**Run 1: cells colored by class**

Scale bar: 20 um.
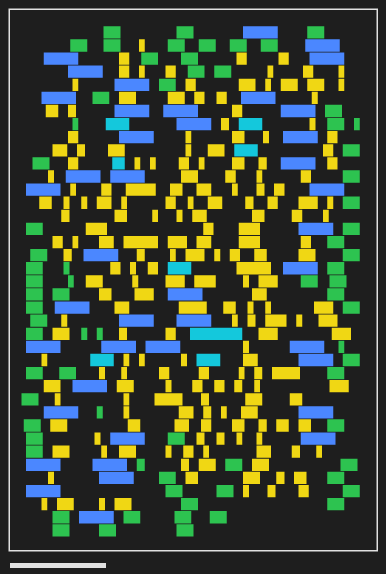
**Run 1: M1 wires**

Supply wires on this layer in gray. Cells faint in the background.
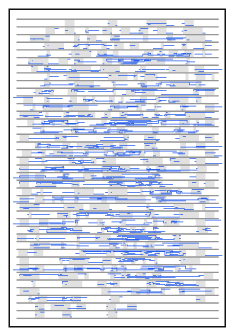
**Run 1: drive-strength map**

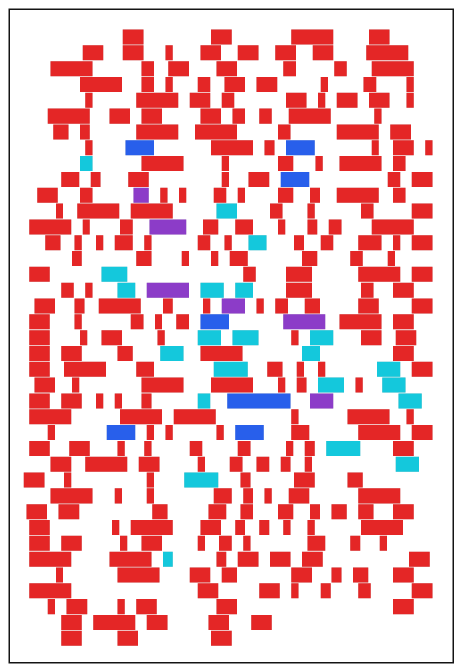
File: src/rtl/interrupt_sequencer.sv
// 8259-style interrupt control core: IRR/ISR tracking, priority resolution and INT/INTA handshake.
// Define ROTATE_PRIORITY_EN to add the rotating lowest-priority register and the rotate OCW2 commands.
module interrupt_sequencer #(
  parameter int NUM_IR = 8
) (
  input  logic              clk,
  input  logic              reset,
  input  logic [NUM_IR-1:0] IR,
  input  logic [NUM_IR-1:0] IMR,
  input  logic              LTIM,
  input  logic              EOI_mode,
  input  logic [4:0]        VEC_ADD,
  input  logic [2:0]        EOI_command,
  input  logic [2:0]        int_level,
  input  logic              ocw2_wr,
  input  logic              read_mode,
  input  logic              INTA,
  output logic              INT,
  output logic              int_flag,
  output logic [7:0]        vector_out,
  output logic [NUM_IR-1:0] status_out,
  output logic [NUM_IR-1:0] ISR,
  output logic [NUM_IR-1:0] IRR
);

  typedef enum logic [1:0] {
    S_IDLE = 2'd0,
    S_PEND = 2'd1,
    S_ACK1 = 2'd2,
    S_ACK2 = 2'd3
  } state_t;

  state_t            r_state;
  state_t            w_next;
  logic [NUM_IR-1:0] r_irr;
  logic [NUM_IR-1:0] r_isr;
  logic [NUM_IR-1:0] r_ir_prev;
  logic              r_inta_prev;
  logic              r_int;
  logic              r_int_flag;
  logic [7:0]        r_vector;
  logic [2:0]        r_level;
  logic              r_spurious;

  logic              w_inta_fall;
  logic              w_inta_rise;
  logic [2:0]        w_base;
  logic [NUM_IR-1:0] w_pend;
  logic [3:0]        w_pend_ff;
  logic [3:0]        w_isr_ff;
  logic              w_req;
  logic [2:0]        w_winner;
  logic [2:0]        w_isr_top;
  logic              w_ack;
  logic [2:0]        w_ack_level;
  logic              w_ack_spur;
  logic              w_vec_load;
  logic              w_done;
  logic              w_eoi_ns;
  logic              w_eoi_sp;
  logic [NUM_IR-1:0] w_ack_set;
  logic [NUM_IR-1:0] w_eoi_clr;
  logic [NUM_IR-1:0] w_aeoi_clr;
  logic [NUM_IR-1:0] w_irr_next;

  // Rotate so that the highest-priority line lands at bit 0.
  function automatic logic [NUM_IR-1:0] rot_down(input logic [NUM_IR-1:0] v, input logic [2:0] sh);
    logic [2*NUM_IR-1:0] w;
    w = {v, v} >> sh;
    return w[NUM_IR-1:0];
  endfunction

  // {found, index of lowest set bit}
  function automatic logic [3:0] find_first(input logic [NUM_IR-1:0] v);
    logic [3:0] r;
    r = 4'd0;
    for (int i = NUM_IR - 1; i >= 0; i--) begin
      if (v[i]) r = {1'b1, 3'(i)};
    end
    return r;
  endfunction

  function automatic logic [NUM_IR-1:0] onehot(input logic [2:0] lvl);
    return NUM_IR'(1) << lvl;
  endfunction

`ifdef ROTATE_PRIORITY_EN
  logic [2:0] r_lp;
  logic       r_rot_aeoi;
  assign w_base = r_lp + 3'd1;
`else
  assign w_base = 3'd0;
`endif

  assign w_inta_fall = !INTA && r_inta_prev;
  assign w_inta_rise = INTA && !r_inta_prev;

  assign w_pend    = r_irr & ~IMR;
  assign w_pend_ff = find_first(rot_down(w_pend, w_base));
  assign w_isr_ff  = find_first(rot_down(r_isr, w_base));
  // Ranks are compared in the rotated domain, so nesting follows the current priority order.
  assign w_req     = w_pend_ff[3] && (!w_isr_ff[3] || (w_pend_ff[2:0] < w_isr_ff[2:0]));
  assign w_winner  = w_pend_ff[2:0] + w_base;
  assign w_isr_top = w_isr_ff[2:0] + w_base;

  always_comb begin
    w_next      = r_state;
    w_ack       = 1'b0;
    w_ack_level = r_level;
    w_ack_spur  = r_spurious;
    w_vec_load  = 1'b0;
    w_done      = 1'b0;
    case (r_state)
      S_IDLE: begin
        if (w_req) begin
          w_next = S_PEND;
        end else if (w_inta_fall) begin
          w_next      = S_ACK1;
          w_ack       = 1'b1;
          w_ack_level = 3'd7;
          w_ack_spur  = 1'b1;
        end
      end
      S_PEND: begin
        if (w_inta_fall) begin
          w_next      = S_ACK1;
          w_ack       = 1'b1;
          w_ack_level = w_req ? w_winner : 3'd7;
          w_ack_spur  = !w_req;
        end else if (!w_req) begin
          w_next = S_IDLE;
        end
      end
      S_ACK1: begin
        if (w_inta_fall) begin
          w_next     = S_ACK2;
          w_vec_load = 1'b1;
        end
      end
      S_ACK2: begin
        if (w_inta_rise) begin
          w_next = S_IDLE;
          w_done = 1'b1;
        end
      end
      default: w_next = S_IDLE;
    endcase
  end

  assign w_eoi_ns = ocw2_wr && ((EOI_command == 3'b001) || (EOI_command == 3'b101));
  assign w_eoi_sp = ocw2_wr && ((EOI_command == 3'b011) || (EOI_command == 3'b111));

  // EOI decodes against the pre-update ISR; the ACK set is OR-ed in afterwards and wins.
  assign w_ack_set  = (w_ack && !w_ack_spur) ? onehot(w_ack_level) : '0;
  assign w_eoi_clr  = ((w_eoi_ns && w_isr_ff[3]) ? onehot(w_isr_top) : '0)
                    | (w_eoi_sp ? onehot(int_level) : '0);
  assign w_aeoi_clr = (w_done && EOI_mode && !r_spurious) ? onehot(r_level) : '0;

  assign w_irr_next = LTIM ? (IR & ~w_ack_set)
                           : (IR & (r_irr | ~r_ir_prev) & ~w_ack_set);

  always_ff @(posedge clk) begin
    if (reset) begin
      r_state <= S_IDLE;
    end else begin
      r_state <= w_next;
    end
  end

  always_ff @(posedge clk) begin
    if (reset) begin
      r_irr       <= '0;
      r_isr       <= '0;
      r_ir_prev   <= '0;
      r_inta_prev <= 1'b1;
      r_int       <= 1'b0;
      r_int_flag  <= 1'b0;
      r_vector    <= 8'h00;
      r_level     <= 3'd0;
      r_spurious  <= 1'b0;
    end else begin
      r_irr       <= w_irr_next;
      r_isr       <= (r_isr & ~(w_eoi_clr | w_aeoi_clr)) | w_ack_set;
      r_ir_prev   <= IR;
      r_inta_prev <= INTA;
      r_int       <= (w_next == S_PEND);
      r_int_flag  <= (w_next == S_ACK2);
      if (w_ack) begin
        r_level    <= w_ack_level;
        r_spurious <= w_ack_spur;
      end
      if (w_vec_load) begin
        r_vector <= {VEC_ADD, r_level};
      end
    end
  end

`ifdef ROTATE_PRIORITY_EN
  always_ff @(posedge clk) begin
    if (reset) begin
      r_lp       <= 3'd7;
      r_rot_aeoi <= 1'b0;
    end else begin
      if (w_done && EOI_mode && !r_spurious && r_rot_aeoi) begin
        r_lp <= r_level;
      end
      // An explicit rotate command takes precedence over an AEOI rotation in the same cycle.
      if (ocw2_wr) begin
        case (EOI_command)
          3'b101: if (w_isr_ff[3]) r_lp <= w_isr_top;
          3'b111: r_lp <= int_level;
          3'b110: r_lp <= int_level;
          3'b100: r_rot_aeoi <= 1'b1;
          3'b000: r_rot_aeoi <= 1'b0;
          default: ;
        endcase
      end
    end
  end
`endif

  assign INT        = r_int;
  assign int_flag   = r_int_flag;
  assign vector_out = r_vector;
  assign ISR        = r_isr;
  assign IRR        = r_irr;
  assign status_out = read_mode ? r_isr : r_irr;

endmodule

File: config.mk
export PLATFORM = sky130hd
export DESIGN_NAME = interrupt_sequencer
export DESIGN_NICKNAME = d
export VERILOG_FILES = /design/src/rtl/interrupt_sequencer.sv
export SDC_FILE = /design/constraint.sdc
export NUM_CORES = 1
export LEC_CHECK = 0
export CELL_PAD_IN_SITES_DETAIL_PLACEMENT = 2
export CELL_PAD_IN_SITES_GLOBAL_PLACEMENT = 2
export CORE_ASPECT_RATIO = 1.5
export CORE_MARGIN = 2
export CORE_UTILIZATION = 28
export CTS_BUF_LIST = sky130_fd_sc_hd__clkbuf_4 sky130_fd_sc_hd__clkbuf_8
export CTS_CLUSTER_DIAMETER = 60
export DETAILED_ROUTE_END_ITERATION = 12
export GPL_TIMING_DRIVEN = 0
export HOLD_SLACK_MARGIN = 0.12
export PLACE_DENSITY_LB_ADDON = 0.1
export SYNTH_ARGS = -nofsm -noshare
export SYNTH_HDL_FRONTEND = slang
export SYNTH_SLANG_ARGS = --single-unit
File: constraint.sdc
create_clock -name clk -period 2.8 [get_ports clk]
set_input_delay 0.28 -clock clk [delete_from_list [all_inputs] [get_ports clk]]
set_output_delay 0.28 -clock clk [all_outputs]
set_load 0.05 [all_outputs]
==> out/qor.csv, run 1 <==
stage;metric;value;unit
status;status;finished clean;
placed_design;dp_worst_setup_slack;-0.305;ns
layout;seq_cell_count;41;
layout;clkbuf_count;7;
worst_hold_path;hold_end;IRR[3]$_SDFF_PP0_;
yosys;syn_nets;283;
worst_setup_path;cp-startpoint;IRR[3]$_SDFF_PP0_;
final_timing;timing.hold.ws;0.489;ns
worst_setup_path;crit_chain;nor2b_1 > nor2_1 > nand3_2 > a21oi_2 > ha_1 > a21o_1 > a21oi_2 > a21oi_2 > o22ai_4 > o221a_1;
placed_design;dpl.hpwl;5.90;mm
yosys;synthAoiAreaFrac;0.245;
worst_setup_path;reg2reg_to;IRR[6]$_SDFF_PP0_;
pwr;intPower;1.07;mW
worst_setup_path;required;3.05;ns
final_timing;max_freq;387;MHz
clock_network;cts_made_buffers;5;
layout;fin_cells;421;
worst_setup_path;cp_slowest_cell;o22ai_4;
layout;fin_nets;354;
layout;nNonClkInverters;7;
layout;lay_top_count;clkdlybuf4s50_1;
yosys;ys.flops;41;
die;dieHeight;112;um
clock_network;cts_hold_buf;0;
clock_network;root_buffer;clkbuf_8;
yosys;postSynthAreaPerCell;8.83;sq um
worst_setup_path;timing.rr.start;IRR[3]$_SDFF_PP0_;
pwr;power;1.55;mW
grt;grt_usage;0.178;
pwr;p_sw;477;uW
layout;seq_area;821;sq um
clock_network;h-tree-depth;2;
yosys;synthCells;247;
route;drtAntennaViolNets;0;
worst_setup_path;criticalPathCategory;reg2reg;
grt;grt_max_degree;13;
clock_network;clk_path_buf_depth;2;
route;wire_per_inst;17.8;um
grt;top_usage_layer;met2;
worst_setup_path;startpoint_type;flop;
placed_design;placedInstanceArea;2950;sq um
final_timing;setup_total_negative_slack;0;ns
layout;dominant-cell-class;multi-input combinational cells;
clock_network;cts.sinks;41;
layout;drive_gt1_frac;0.110;
grt;grt_pass1_wl;11.9;mm
route;drtPass1Iterations;4;
-- 'cells colored by class' (at the start) --
- flip-flops: blue (cells 41; share of their area 28%)
- all other logic: yellow (cells 197; share of their area 45%)
- other buffers and delay cells: green (cells 73; share of their area 23%)
- clock drivers and dummy loads: cyan (cells 8; share of their area 4.1%)
# rows: 39
post-route cell area: 3090 sq um
core footprint: 7610 sq um

-- 'M1 wires' (at the start) --
- main direction: horizontal
- share of all routed wire: 41%
- nets with wire on the layer: 316
- wire length on this layer: 3100 um
via total after detailed routing: 2140
total wire length: 7.47 mm
GR Layer Usage met1: 0.197

-- 'drive-strength map' (at the start) --
- drive 3 to 4: purple (cells 6; most used o22ai_4)
- drive 6 and up: blue (cells 7; most used clkbuf_8)
- drive 1 or less: red (cells 284; most used clkdlybuf4s50_1)
- drive 2: cyan (cells 22; most used mux2_2)
setup ws final: 0.216 ns
Area Growth Syn to Fin: 41.5%
nonclk buf count: 73

## run 1: worst reg2reg max path, cell delays in order, from the launching register on
cell,delay (ns)
dfxtp_1,0.36
nor2b_1,0.18
nor2_1,0.24
nand3_2,0.16
a21oi_2,0.19
ha_1,0.27
a21o_1,0.18
a21oi_2,0.16
a21oi_2,0.15
o22ai_4,0.39
o221a_1,0.25
## run 1: Yosys cell counts, types with 4 or more instances
library cell,number
mux2_2,8
o31ai_1,6
dfxtp_1,41
nand3_1,9
mux2i_1,8
o211a_1,9
nand4_1,4
inv_1,7
clkbuf_1,8
o21ai_0,4
nor2b_1,17
nor2_1,33
nand2b_1,7
nand2_1,23
a21oi_1,9
==> run 2: changes to the inputs <==
--- a/config.mk
+++ b/config.mk
@@ -12,6 +12,7 @@
 export CORE_UTILIZATION = 28
 export CTS_BUF_LIST = sky130_fd_sc_hd__clkbuf_4 sky130_fd_sc_hd__clkbuf_8
 export CTS_CLUSTER_DIAMETER = 60
+export CTS_CLUSTER_SIZE = 8
 export DETAILED_ROUTE_END_ITERATION = 12
 export GPL_TIMING_DRIVEN = 0
 export HOLD_SLACK_MARGIN = 0.12
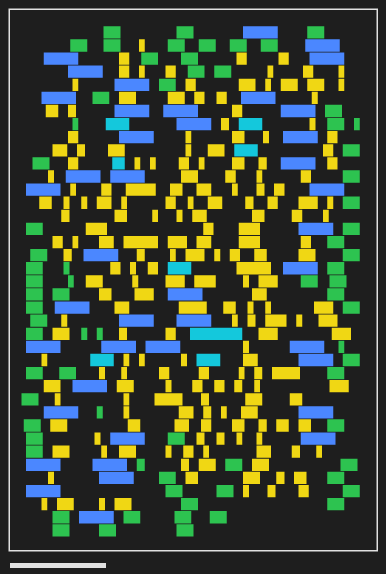
**Above:** run 2 (cells colored by class).
Scale bar: 20 um.
- all other logic: yellow (cells 197; share of their area 45%)
- other buffers and delay cells: green (cells 73; share of their area 23%)
- clock drivers and dummy loads: cyan (cells 8; share of their area 4.1%)
- flip-flops: blue (cells 41; share of their area 28%)
Seq area share: 0.266
Util after Layout: 0.405

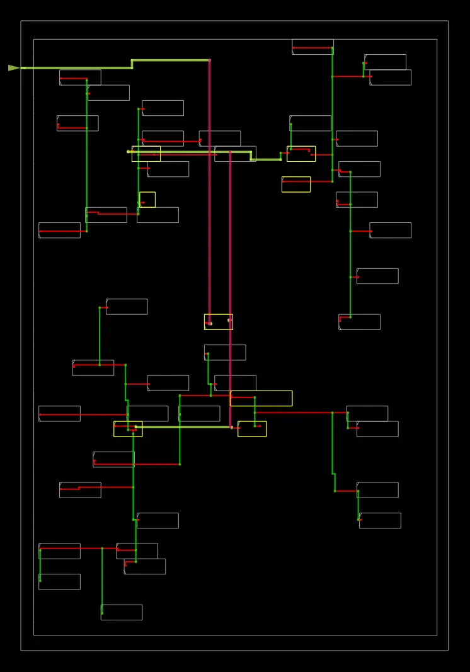
**Above:** run 2 (the clock network).
Max Clock Skew: 0.00525 ns
clk_lat worst skew: 0.30 ns
Num CTS Buffers: 5
P_clk: 515 uW

==> run 2 against run 1 <==
Clock skew stayed put. Critical path depth did not move. Final cell count unchanged. Worst hold slack unchanged. First-iteration DRC count unchanged. Power stayed put.
==> out/qor.csv, run 2 <==
stage;metric;value;unit
status;status;finished clean;
route;vias;2140;
layout;nNonClkInverters;7;
yosys;top_cell;dfxtp_1;
final_timing;timing.hold.ws;0.489;ns
layout;drive_gt1_frac;0.110;
pwr;power;1.55;mW
placed_design;dp_worst_setup_slack;-0.305;ns
layout;clkbuf_count;7;
grt;grt_max_degree;13;
worst_setup_path;end_kind;flop;
clock_network;h-tree-depth;2;
placed_design;placedInstanceArea;2950;sq um
clock_network;root_buffer;clkbuf_8;
grt;grt_use_met1;0.197;
worst_setup_path;cp_slowest_cell;o22ai_4;
route;drtAntennaViolNets;0;
worst_setup_path;timing.rr.start;IRR[3]$_SDFF_PP0_;
pwr;p_sw;477;uW
grt;grt_pass1_wl;11.9;mm
worst_setup_path;criticalPathCategory;reg2reg;
clock_network;cts.sinks;41;
die;dieHeight;112;um
yosys;synthAoiAreaFrac;0.245;
yosys;yosysTopAreaCell;dfxtp_1;
worst_setup_path;reg2reg_to;IRR[6]$_SDFF_PP0_;
yosys;ys.flops;41;
yosys;top_cell_area_share;0.376;
layout;seq_area;821;sq um
layout;area_growth;41.5;%
layout;final_area;3090;sq um
die;rows;39;
layout;fin_nets;354;
yosys;syn_nets;283;
pwr;intPower;1.07;mW
layout;lay_top_count;clkdlybuf4s50_1;
route;wire_per_inst;17.8;um
final_timing;worst_slack;0.216;ns
route;drtPass1Iterations;4;
placed_design;dpl.hpwl;5.90;mm
layout;fin_cells;421;
layout;seq_cell_count;41;
die;core;7610;sq um
grt;top_usage_layer;met2;
layout;dominant-cell-class;multi-input combinational cells;
yosys;postSynthAreaPerCell;8.83;sq um
final_timing;max_freq;387;MHz
grt;grt_usage;0.178;
worst_setup_path;required;3.05;ns
clock_network;clk_path_buf_depth;2;
worst_hold_path;hold_end;IRR[3]$_SDFF_PP0_;
worst_setup_path;crit_chain;nor2b_1 > nor2_1 > nand3_2 > a21oi_2 > ha_1 > a21o_1 > a21oi_2 > a21oi_2 > o22ai_4 > o221a_1;
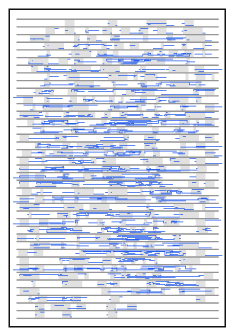
**Above:** run 2 (M1 wires).
Supply wires on this layer in gray. Cells faint in the background.
- main direction: horizontal
- nets with wire on the layer: 316
- wire length on this layer: 3100 um

[run 2: cell counts in the layout (fill, tap and decap cells not counted)]
Identical to the previous run, type by type.
[run 2: how the worst max path moves through the flow]
stage,end,cells past startpoint,from
2_1_floorplan,IRR[2]$_SDFF_PP0_,9,ISR[6]$_SDFF_PP0_
3_3_place_gp,IRR[6]$_SDFF_PP0_,11,IMR[3]
3_5_place_dp,IRR[6]$_SDFF_PP0_,11,IMR[3]
4_1_cts,IRR[6]$_SDFF_PP0_,10,IRR[3]$_SDFF_PP0_
5_1_grt,IRR[6]$_SDFF_PP0_,10,IRR[3]$_SDFF_PP0_
6_report,IRR[6]$_SDFF_PP0_,10,IRR[3]$_SDFF_PP0_
**Run 2: drive-strength map**

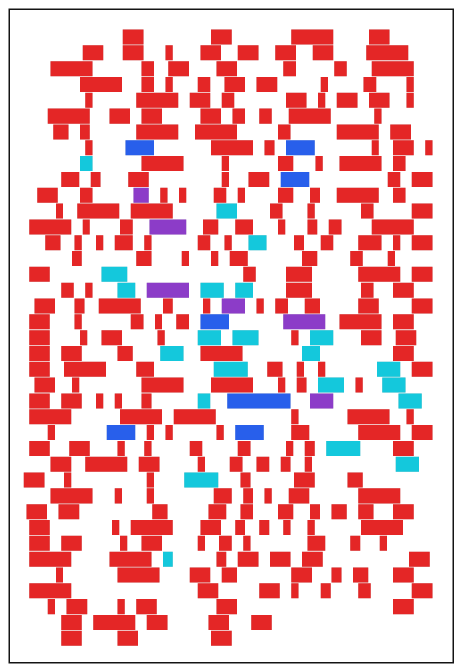

==> run 3: changes to the inputs <==
--- a/config.mk
+++ b/config.mk
@@ -9,7 +9,7 @@
 export CELL_PAD_IN_SITES_GLOBAL_PLACEMENT = 2
 export CORE_ASPECT_RATIO = 1.5
 export CORE_MARGIN = 2
-export CORE_UTILIZATION = 28
+export CORE_UTILIZATION = 30
 export CTS_BUF_LIST = sky130_fd_sc_hd__clkbuf_4 sky130_fd_sc_hd__clkbuf_8
 export CTS_CLUSTER_DIAMETER = 60
 export CTS_CLUSTER_SIZE = 8
==> constraint.sdc (replaced) <==
create_clock -name clk -period 3.02 [get_ports clk]
set_input_delay 0.302 -clock clk [delete_from_list [all_inputs] [get_ports clk]]
set_output_delay 0.302 -clock clk [all_outputs]
set_load 0.05 [all_outputs]
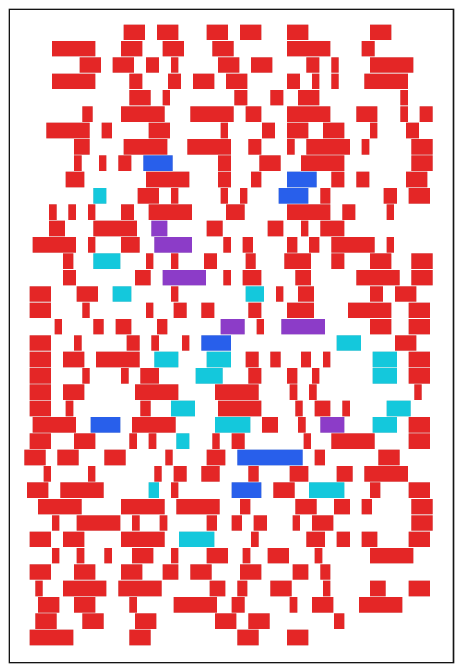
**Above:** run 3 (drive-strength map).
- drive 3 to 4: purple (cells 6; most used o22ai_4)
- drive 1 or less: red (cells 288; most used clkdlybuf4s50_1)
- drive 2: cyan (cells 18; most used mux2_2)
- drive 6 and up: blue (cells 7; most used clkbuf_8)
setup ws final: 0.287 ns
Area Growth Syn to Fin: 39.5%

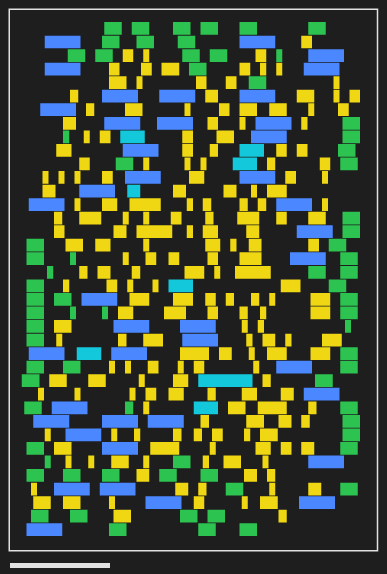
**Above:** run 3 (cells colored by class).
Scale bar: 20 um.
- all other logic: yellow (cells 197; share of their area 45%)
- flip-flops: blue (cells 41; share of their area 28%)
- clock drivers and dummy loads: cyan (cells 8; share of their area 4.1%)
- other buffers and delay cells: green (cells 73; share of their area 23%)
Seq area share: 0.270
post-route cell area: 3040 sq um
core footprint: 7130 sq um

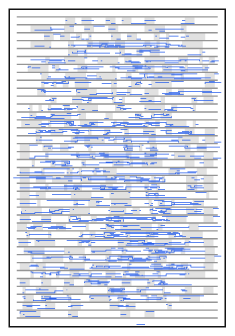
**Above:** run 3 (M1 wires).
Supply wires on this layer in gray. Cells faint in the background.
- longest straight run: 42.3 um
- nets with wire on the layer: 316
- main direction: horizontal
GR Layer Usage met1: 0.232
total wire length: 7.61 mm
via total after detailed routing: 2152

==> run 3 against run 2 <==
Routed wire length up 1.9%. Worst hold slack better by 0.0037 ns. Flip-flop count unchanged. Utilization up 2.1 points. Die size down 6.4%. Cell area down 1.5%. Sequential power down 7.3%. Synthesized area unchanged.
==> out/qor.csv, run 3 <==
stage;metric;value;unit
status;status;finished clean;
grt;grt_pass1_wl;12.3;mm
layout;n_fill_cell;820;
clock_network;cts.sinks;41;
yosys;yosysSeqAreaShare;0.376;
yosys;postSynthAreaPerCell;8.83;sq um
route;drtPass1Iterations;4;
grt;grt_pass1_vias;2338;
yosys;fa_ha_area_frac;0.0115;
placed_design;dpl.hpwl;6.02;mm
worst_hold_path;hold_end;IRR[4]$_SDFF_PP0_;
clock_network;root_buffer;clkbuf_8;
final_timing;maxSlewViolCount;0;
route;drc_errors;0;
worst_setup_path;startpoint_type;primary input;
layout;final_cell_mix;clkdlybuf4s50_1 (64), dfxtp_1 (41), nor2_1 (33);
grt;globalRouteOverflowTotal;0;
placed_design;dp_worst_setup_slack;-0.0569;ns
die;fp_util;0.306;
yosys;top_cell_area_share;0.376;
worst_setup_path;end_kind;flop;
final_timing;max_freq;366;MHz
pwr;power;1.43;mW
layout;drive_gt1_frac;0.0972;
worst_setup_path;reg2regPathDepth;10;
layout;fin_nets;354;
yosys;synth-async-reset-ratio;0;
final_timing;setup_total_negative_slack;0;ns
yosys;syn_nets;283;
route;wire_per_inst;19.1;um
yosys;top_cell;dfxtp_1;
worst_setup_path;criticalPathCategory;in2reg;
die;io_pins;68;
route;route.met3.wl;251;um
die;dieHeight;108;um
run;warnings;27;
worst_setup_path;crit_end;IRR[6]$_SDFF_PP0_;
pwr;power_density;471;nW/um^2
yosys;yosysTopAreaCell;dfxtp_1;
die;rows;38;
grt;grt_max_degree;13;
final_timing;slew_headroom;0.526;
worst_setup_path;cp-startpoint;IMR[3];
yosys;ys.flops;41;
grt;grt_usage;0.205;
final_timing;timing.hold.ws;0.493;ns
placed_design;portBuffers;64;
layout;post-route-util;0.426;
worst_setup_path;reg2reg_to;IRR[6]$_SDFF_PP0_;
clock_network;cts_hold_buf;0;
placed_design;placedInstanceArea;2920;sq um
worst_setup_path;timing.rr.start;IRR[3]$_SDFF_PP0_;
clock_network;h-tree-depth;2;
final_timing;finalClockPeriodUsage;0.905;
final_timing;clock_skew;0.00772;ns
grt;top_usage_layer;met2;
yosys;topCombFamilyByArea;simple AND/OR/NAND/NOR gates;
worst_setup_path;required;3.21;ns
yosys;synthAoiAreaFrac;0.245;
route;drtAntennaViolNets;0;
clock_network;clk_path_buf_depth;2;
layout;lay_top_count;clkdlybuf4s50_1;
clock_network;cts_made_buffers;5;
worst_setup_path;cp.arrival;2.93;ns
yosys;edf_count;0;
clock_network;insertion_delay;0.30;ns
run;maxCapViolCount;0;
route;top_layer;met4;
yosys;yosys-top-cells-count;dfxtp_1 (41), nor2_1 (33), nand2_1 (23);
yosys;synthCells;247;
layout;fin_cells;399;
yosys;synth.mux.area_fraction;0.0780;
## run 3: worst max-delay path: stages
cell and delay, ns:
clkdlybuf4s50_1 0.47, nor2b_1 0.07, nor2_1 0.20, nand3_1 0.18
a21oi_1 0.26, ha_1 0.29, a21o_1 0.17, a21oi_1 0.22
nor2_1 0.10, nand4b_1 0.33, o221a_1 0.33
## run 3: layout make-up
class,count,area [sq um],area share
inverter,7,26.3,0.00864
tap,80,100,0.0329
multi-input combinational,190,1300,0.427
clock buffer,7,90.1,0.0296
timing repair buffer,64,641,0.211
clock inverter,1,30.0,0.00987
buffer,9,35.0,0.0115
sequential,41,821,0.270
## run 3: power by group
part / switching, mW / internal, mW
logic: 0.217 / 0.147
clock network: 0.197 / 0.279
registers: 0.0234 / 0.570
total: 0.438 / 0.995
Power is estimated from default activity; no workload was simulated.
